===== src/rtl/fetch_seq.sv =====
// fetch_seq: instruction-fetch sequencer owning the PC, one outstanding imem fetch at a time.
//   clk, rst                     clock and synchronous active-high reset
//   fetch_halt                   suppress new requests while high
//   redirect_valid, redirect_pc  load a new PC and kill any in-flight or held fetch
//   imem_req/addr/gnt            request side of the instruction-memory bus
//   imem_rvalid/rdata            response side of the instruction-memory bus
//   instr_valid/instr/instr_pc   fetched instruction toward decode
//   instr_ready                  decode accepts the instruction
module fetch_seq #(
    parameter int PC_WIDTH = 32,
    parameter int INC_AMOUNT = 4,
    parameter logic [PC_WIDTH-1:0] RESET_VECTOR = '0
) (
    input  logic                clk,
    input  logic                rst,
    input  logic                fetch_halt,
    input  logic                redirect_valid,
    input  logic [PC_WIDTH-1:0] redirect_pc,
    output logic                imem_req,
    output logic [PC_WIDTH-1:0] imem_addr,
    input  logic                imem_gnt,
    input  logic                imem_rvalid,
    input  logic [31:0]         imem_rdata,
    output logic                instr_valid,
    output logic [31:0]         instr,
    output logic [PC_WIDTH-1:0] instr_pc,
    input  logic                instr_ready
);
    typedef enum logic [2:0] {BOOT, REQ, WAIT, DROP, HOLD} state_t;
    localparam logic [PC_WIDTH-1:0] INC = PC_WIDTH'(INC_AMOUNT);
    state_t state;
    logic [PC_WIDTH-1:0] pc_q;
    // Requests and the held instruction are killed combinationally by a same-cycle redirect.
    assign imem_req = (state == REQ) & ~fetch_halt & ~redirect_valid;
    assign imem_addr = pc_q;
    assign instr_valid = (state == HOLD) & ~redirect_valid;
    always_ff @(posedge clk) begin
        if (rst) begin
            state <= BOOT;
            pc_q <= RESET_VECTOR;
            instr <= '0;
            instr_pc <= '0;
        end else begin
            case (state)
                BOOT: state <= REQ;
                REQ: begin
                    if (redirect_valid) pc_q <= redirect_pc;
                    else if (imem_req && imem_gnt) state <= WAIT;
                end
                WAIT: begin
                    if (redirect_valid) begin
                        pc_q <= redirect_pc;
                        state <= imem_rvalid ? REQ : DROP;
                    end else if (imem_rvalid) begin
                        instr <= imem_rdata;
                        instr_pc <= pc_q;
                        pc_q <= pc_q + INC;
                        state <= HOLD;
                    end
                end
                // The killed response is still owed by memory; swallow it before re-requesting.
                DROP: begin
                    if (redirect_valid) pc_q <= redirect_pc;
                    if (imem_rvalid) state <= REQ;
                end
                HOLD: begin
                    if (redirect_valid) begin
                        pc_q <= redirect_pc;
                        state <= REQ;
                    end else if (instr_ready) state <= REQ;
                end
                default: state <= BOOT;
            endcase
        end
    end
endmodule


===== config.mk =====
export PLATFORM = sky130hd
export DESIGN_NAME = fetch_seq
export DESIGN_NICKNAME = d
export VERILOG_FILES = /design/src/rtl/fetch_seq.sv
export SDC_FILE = /design/constraint.sdc
export NUM_CORES = 1
export LEC_CHECK = 0
export CAP_MARGIN = 20
export CORE_ASPECT_RATIO = 1.25
export CORE_MARGIN = 4
export CORE_UTILIZATION = 44
export DETAILED_ROUTE_END_ITERATION = 7
export HOLD_SLACK_MARGIN = 0.06
export PLACE_DENSITY = 0.81
export SYNTH_ARGS = -nofsm -noshare
export SYNTH_HDL_FRONTEND = slang
export SYNTH_SLANG_ARGS = --single-unit

===== constraint.sdc =====
create_clock -name clk -period 2.3 [get_ports clk]
set_input_delay 0.69 -clock clk [delete_from_list [all_inputs] [get_ports clk]]
set_output_delay 0.69 -clock clk [all_outputs]
set_load 0.01 [all_outputs]

**Run 1: signal wires on met3**

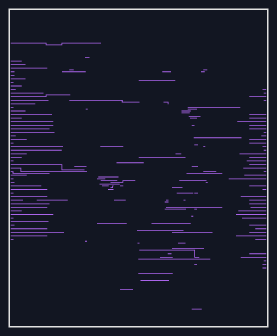
main direction: horizontal
wire length on this layer: 1200 um
longest straight run: 27.1 um
Total Wirelength: 15000 um
vias post-DR: 4980
met3 Track Usage GR: 0.06059

**Run 1: cell outlines without signal wires**

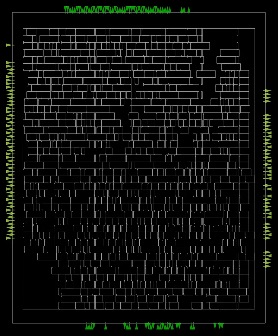
Seq/total area: 0.2896
tap cells: 126
fin util: 0.7012

==> results.cfg, run 1 <==
; generated from flow reports
[yosys]
synth_area_leader_cell = dfxtp_1
ys_top_logic_family = simple AND/OR/NAND/NOR gates
ys_warn_count = 0
synth_top_area_share = 0.4454
ys_sh_xor = 0

[grt]
grt_overflow_total = 0
grt-busiest-layer = met2
grt_first_pass_wirelength_um = 24330
grt_max_degree = 94

[setup_path]
reg2reg_depth = 5
r2r_slack_ns = 0.17
cpPeakStageDelay_ns = 0.49
crit_start = imem_rvalid
worstSetupPathType = in2reg
crit_top_cell = buf_4

[clock_tree]
cts_hold_buf = 0
insertion_delay_ns = 0.35
cts_root_buffer = clkbuf_16

[status]
status = finished clean

[final_timing]
fin_crit_ns = 2.218
skew_ns = 0.008132
rsz0062_at_grt = yes
max_freq_ghz = 0.4508
min_period_over_period = 0.9645

[die]
fp.dieH_um = 120.4

[pwr]
pwr-share-clk = 0.378

[cells_and_area]
fin_nets = 845
area_growth_pct = 53.80
nFillCells = 827
num_antenna_cells = 0

[routing]
initialDrtViolationCount = 336
drc = 0
met1Wirelength_um = 5837

[place]
dp_slack_ns = -0.5933
globalplace.congestion = 0.8681
placedCellCount = 881

[run]
maxCapViolations = 0
**Run 1: routed metal per tile**

The die is cut into 20 by 24 equal tiles; black is low, pale yellow is high, scaled to the fullest tile. Values are wire area over tile area, all layers added.
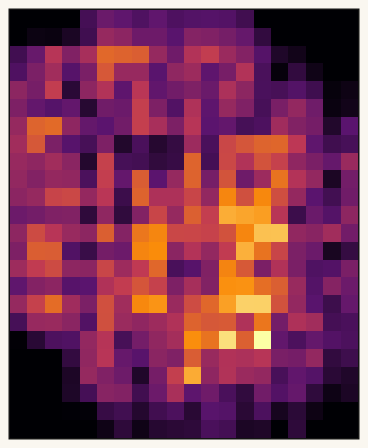
emptiest ninth of the die: top right
mean over tiles: 0.21
densest ninth of the die: middle
fullest tile: 0.64
Routed WL per cell: 16.59 um
total track usage: 0.2502

==> run 1: kinds of logic after synthesis <==
logic type | count (synthesis)
AND/OR/NAND/NOR | 269
AND-OR/OR-AND | 161
flip-flops | 99
buffers and inverters | 50
adder cells (fa/ha/maj) | 1
==> run 1: cell type report <==
type	count	area (um2)	share of cell area
Clock inverter	5	37.54	0.005485
Timing Repair Buffer	225	2120	0.3097
Sequential cell	99	1982	0.2896
Inverter	7	26.28	0.003840
Tap cell	126	157.7	0.02304
Multi-Input combinational cell	431	2287	0.3342
Clock buffer	11	232.7	0.03401
==> run 1: registers in the layout, summed over array words and instances, names as in the netlist <==
signal / flops
state: 3
instr_pc: 32
imem_addr: 32
instr: 32
==> inputs of run 2 (changes only) <==
Settings changed: CORE_UTILIZATION 44 to 49, DONT_BUFFER_PORTS set to 1, PLACE_DENSITY 0.81 to 0.65.
==> run 2 against run 1 <==
Compared with the run above: clock skew fell by 0.0010 ns; wire length fell by 16%; final cell count fell by 22%; largest cell class unchanged; hold slack got worse by 0.065 ns; fmax rose by 2.9%; power fell by 15%; sequential cell count did not move; count of clock-buffer cells in the layout fell by 1.
==> results.cfg, run 2 <==
; generated from flow reports
[status]
status = finished clean

[final_timing]
rsz0062_at_grt = no
skew_ns = 0.007094
fin_crit_ns = 2.156
max_freq_ghz = 0.4638
min_period_over_period = 0.9374

[pwr]
pwr-share-clk = 0.349

[cells_and_area]
num_antenna_cells = 0
fin_nets = 654
area_growth_pct = 9.983

[die]
fp.dieH_um = 114.5

[grt]
grt.met3_usage = 0.07298
grt_max_degree = 95
grt_overflow_total = 0

[routing]
drc = 0
finalWirelength_um = 12550
vias = 4159

[run]
maxCapViolations = 0

[place]
globalplace.congestion = 0.8742
dp_slack_ns = 0.1205

[setup_path]
worstSetupPathType = reg2out
r2r_slack_ns = 0.26
reg2reg_depth = 5

[yosys]
ys_sh_xor = 0
synth_top_area_share = 0.4454
synth_area_leader_cell = dfxtp_1
ys_warn_count = 0

[clock_tree]
cts_root_buffer = clkbuf_8
cts_hold_buf = 0
run 2: netlist changes by cell type in the layout (fill, tap and decap cells not counted), sizes merged:
cell / before / now
inv: 9 / 8
clkinv: 1 / 2
dlygate4sd2: 2 / 0
buf: 60 / 34
bufinv: 0 / 1
clkdlybuf4s50: 163 / 0
clkbuf: 11 / 10
run 2: worst max-delay path: stages (launching register included):
cell     delay [ns]
dfxtp_1        0.50
nor4b_1        0.32
nor2b_1        0.30
run 2: layout make-up:
class	instances	area [um2]
well taps	120	150.1
clock buffers	10	127.6
inverters	7	26.28
multi-input cells	431	2276
repair buffers	34	267.8
clock inverters	6	63.81
fillers	870	3855
flip-flops and latches	99	1982
**Run 2: where the registers sit**

Other sequential cells in the stronger gray, the rest of the logic in the fainter gray.
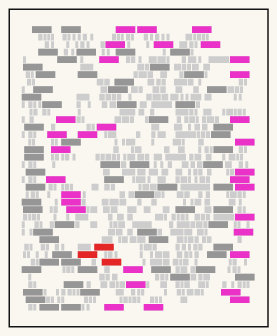
[red] state | flops: 3
[magenta] instr_pc | flops: 32 | where: all over the die
not colored: 64
fin util: 0.5594
Seq/total area: 0.4050
Seq group: 1.81 mW
register area: 1982 um2

==> inputs of run 3 (changes only) <==
==> constraint.sdc (replaced) <==
create_clock -name clk -period 2.3 [get_ports clk]
set_input_delay 0.46 -clock clk [delete_from_list [all_inputs] [get_ports clk]]
set_output_delay 0.46 -clock clk [all_outputs]
set_load 0.01 [all_outputs]
**Run 3: routed metal per tile**

The die is cut into 19 by 23 equal tiles; black is low, pale yellow is high, scaled to the fullest tile. Values are wire area over tile area, all layers added.
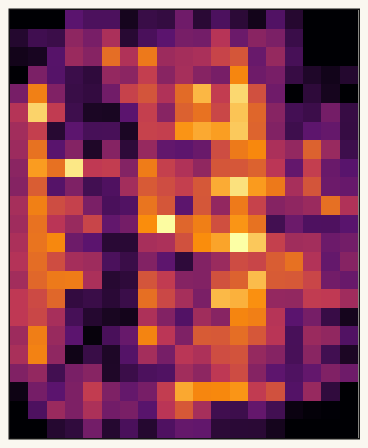
densest ninth of the die: middle
nearly empty tiles: 6.2%
emptiest ninth of the die: top right
fullest tile: 0.53
Routed WL per cell: 17.86 um
vias post-DR: 4175
total track usage: 0.2392

==> run 3 against run 2 <==
Compared with the run above: area after synthesis did not move; hold slack got worse by 0.23 ns; sequential power is essentially flat; wire length increased by 0.33%; count of clock-buffer cells in the layout is 1 higher; register-to-register slack lost 0.06 ns; utilization is 0.51 points lower; die size unchanged; first-iteration DRC count is 8.7% lower; highest routed layer unchanged.
==> results.cfg, run 3 <==
; generated from flow reports
[routing]
finalWirelength_um = 12590
drc = 0

[setup_path]
cp.depth = 6
crit_buf_inv = 0
worstSetupPathType = reg2reg
slowest_stage = nor3b_1
cpPeakStageDelay_ns = 0.46
reg2reg_depth = 6
crit_family = simple AND/OR/NAND/NOR gates
r2r_slack_ns = 0.20

[yosys]
synth_top_area_share = 0.4454
ys_warn_count = 0
synth_area_leader_cell = dfxtp_1
ys_sh_xor = 0

[grt]
grt_max_degree = 95
grt_overflow_total = 0

[clock_tree]
cts_root_buffer = clkbuf_8
cts_hold_buf = 0

[final_timing]
fin_crit_ns = 2.100
skew_ns = 0.01362
tns_ns = 0
rsz0062_at_grt = no
min_period_over_period = 0.9132
max_freq_ghz = 0.4761

[status]
status = finished clean

[cells_and_area]
area_growth_pct = 8.971
num_antenna_cells = 0
fin_nets = 652

[run]
maxCapViolations = 0

[die]
fp.dieH_um = 114.5
## run 3: layout make-up
cell class	count	area, um2
tap	120	150.1
fill	883	3900
sequential	99	1982
multi-input combinational	431	2276
timing repair buffer	32	252.7
clock buffer	11	131.4
clock inverter	5	30.03
inverter	7	26.28
## run 3: metal layers
layer,global-route usage,vias to the layer above
met3,0.08679,11
met1,0.2920,1968
met2,0.3969,172
li1,-,2024
met4,0.06452,0
met5,0,-
## run 3: power breakdown
part	leakage (nW)	switching (mW)	internal, mW
Clock	0.0791	0.594	0.389
Sequential	0.802	0.0662	1.75
Combinational	0.708	0.149	0.105
Total	1.59	0.810	2.25

==> notes/layouts.md <==
Pictures saved along the way, in no particular order.

Nets reached from selected ports.
image #1
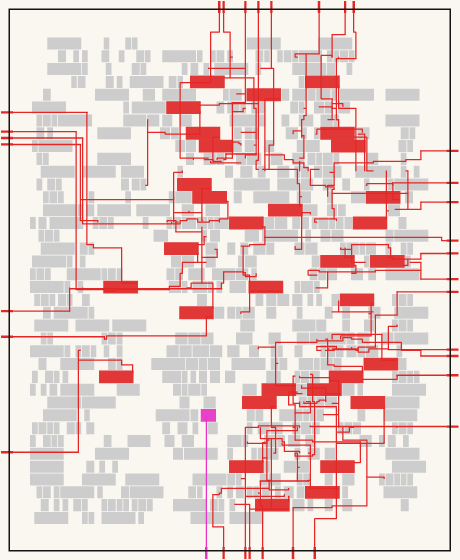
image #2
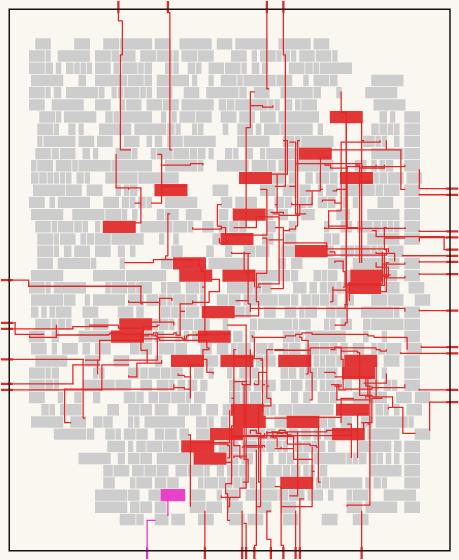
Of these, most cells: image #2
Image #2 comes from run 1.
Image #1 comes from run 3.

Power and IR drop assume default switching activity.
